Design regfile_wb_scheduler, sky130hd; sources not shown.
==> images/final_congestion.png <==
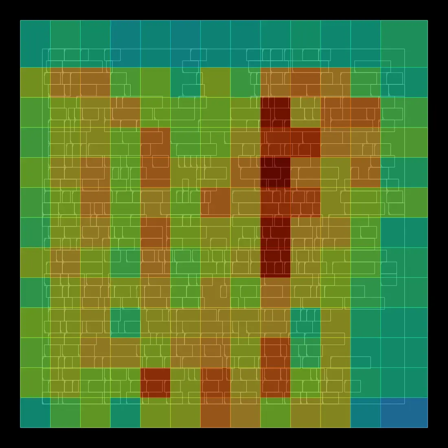
WL per Instance: 17.4 microns
fin util: 68.3%
M3 GR Usage: 8.13%
met2 Resource Use GR: 35.9%

==> images/clock_map.png <==
Scale: 3 px per micron.
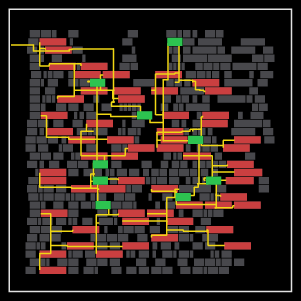
[yellow] clock wires | length: 734 microns
[red] flip-flops | count: 58
[green] cells driving clock nets | count: 9
routed clock nets: 10
clk_skew: 0.00761 ns
P_clk: 0.000955 W

==> qor.yml <==
crit_fanout: 4
n_fill_cell: 537
mostFrequentLayoutCells: "clkdlybuf4s50_1 (121), dfrtp_1 (55), o21ai_0 (53), nand2_1 (42), mux2i_1 (39)"
setup_ws_ns: -0.185
drc: 0
nNetsFinal: 501
std_cell_rows: 30
cp.arrival_ns: 2.02
top_area_share_pct: 48.3
yosys_cells: 272
yosys_area_sq_mm: 0.00301
synth.net_count: 363
drv_cap: 0
finalSetupViolCount: 1
chipHeight_microns: 93.6
area_growth_pct: 54.4
flop_cell: "dfrtp_1"
ff_count: 58
hold_viol_final: 0
seq_area_share_pct: 31.4
drive_above_1_share_pct: 13.3
area_leaders: "dfrtp_1 (48%), mux2i_1 (13%), o21ai_0 (8.8%)"
post-route-period-util_pct: 108
timing.critical_path.buf_inv: 1
final_common_cell: "clkdlybuf4s50_1"
syn_avg_cell_area_sq_um: 11.0
largest_register_ffs: 32
cts_buffer_depth: 2
startpoint_type: "flip-flop"
most_common_cell: "dfrtp_1"
rsz0062_at_grt: "true"
violations: "setup timing"
power_density_mw_per_mm2: 675
yosysWarnings: 0
cp_top_family: "multiplexers"
logic_gate_count: 197
max_freq_ghz: 0.402
cts_htree_levels: 3
outcome: "complete, but fails checks"
worst_path_max_delay_cell: "mux4_2"
cts_root_buf: "clkbuf_8"
grt_use_total_pct: 21.3
seq_area_sq_mm: 0.00146
yosysSeqAreaShare_pct: 48.3
p_leak_nw: 1.99
clk_share_pct: 4.42
nonClkBufAreaFrac_pct: 29.7
grt_max_degree: 59
edf_count: 0
cts_tree: "built"
grt_pass1_vias: 2878
cts-buffers-inserted: 9
via_per_inst: 5.26
core_area_sq_mm: 0.00679
end_kind: "output pin"
rr_worst_depth: 6
io_buffers: 129
slowest_delay_ns: 0.48
tool_warnings: 28
synthArstFlopShare_pct: 100
diodes: 0
max_slew_margin_pct: 57.8
syn_inst: 272
hpwl_mm: 6.70
logic_area_sq_mm: 0.00147
ys_ff: 58
n_tap_cell: 96
drtIter0Drc: 127
fp.dieW_microns: 93.6
max-vdd-ir-drop_mv: 0.336
clock_buffers: 12
final_cell_area_sq_mm: 0.00464
path_depth: 4
grt_pass1_wl_mm: 14.5
antenna_found_initial: 0
vias: 2687
fp-utilization_pct: 44.2
detail-route-antenna-nets: 0
pre_cts_ws_ns: -0.869
synth_area_sq_mm: 0.00301
crit_type: "reg2out"
die_area_sq_mm: 0.00876
power by group:
part           internal [W]  leakage (nW)  switching [W]
combinational      0.000517          1.17       0.000322
clock              0.000558        0.0986       0.000398
sequential          0.00117         0.717       0.000162
through the flow:
| stage | TNS (ns) | instances | hold WS (ns) | total power [W] |
|---|---|---|---|---|
| after floorplan | 0 | 272 | 0.498 | 0.00172 |
| after CTS | -0.220 | 511 | 0.515 | 0.00314 |
| after global placement | -4.43 | 494 | 0.531 | 0.00216 |
| after detailed placement | -5.30 | 494 | 0.544 | 0.00219 |
| after global routing | -0.243 | 511 | 0.546 | 0.00329 |
| final | -0.185 | 511 | 0.509 | 0.00313 |
cell families after synthesis:
logic type	after synthesis	share of synthesized area [%]
AOI/OAI and AO/OA	74	14.1
adders and majority gates	1	0.416
buffers and inverters	17	2.96
muxes	53	23.5
DFF	58	48.3
and+or+nand+nor	68	10.4
xor gates and xnor gates	1	0.291
tightest hold or removal path, stage by stage:
cell	delay, ns
clkdlybuf4s50_1	0.41
inv_2	0.07
buf_12	0.28
routing by layer:
| metal | GRT usage (%) | vias up | share of wire [%] |
|---|---|---|---|
| met2 | 35.9 | 122 | 50 |
| met4 | 8.06 | 0 | 1.3 |
| met1 | 24.7 | 1283 | 38 |
| li1 | - | 1267 | - |
| met5 | 0 | - | 0 |
| met3 | 8.13 | 15 | 10 |
repair_timing:
item / in CTS / in global routing
endpoints found under the setup margin: 1 / 1
gates resized: 13 / 8
buffers inserted: 1 / 0
pin swaps: 1 / 1
hold endpoints to repair: 0 / 0
Power figures rest on the tool's default switching activity, not on a simulated workload.
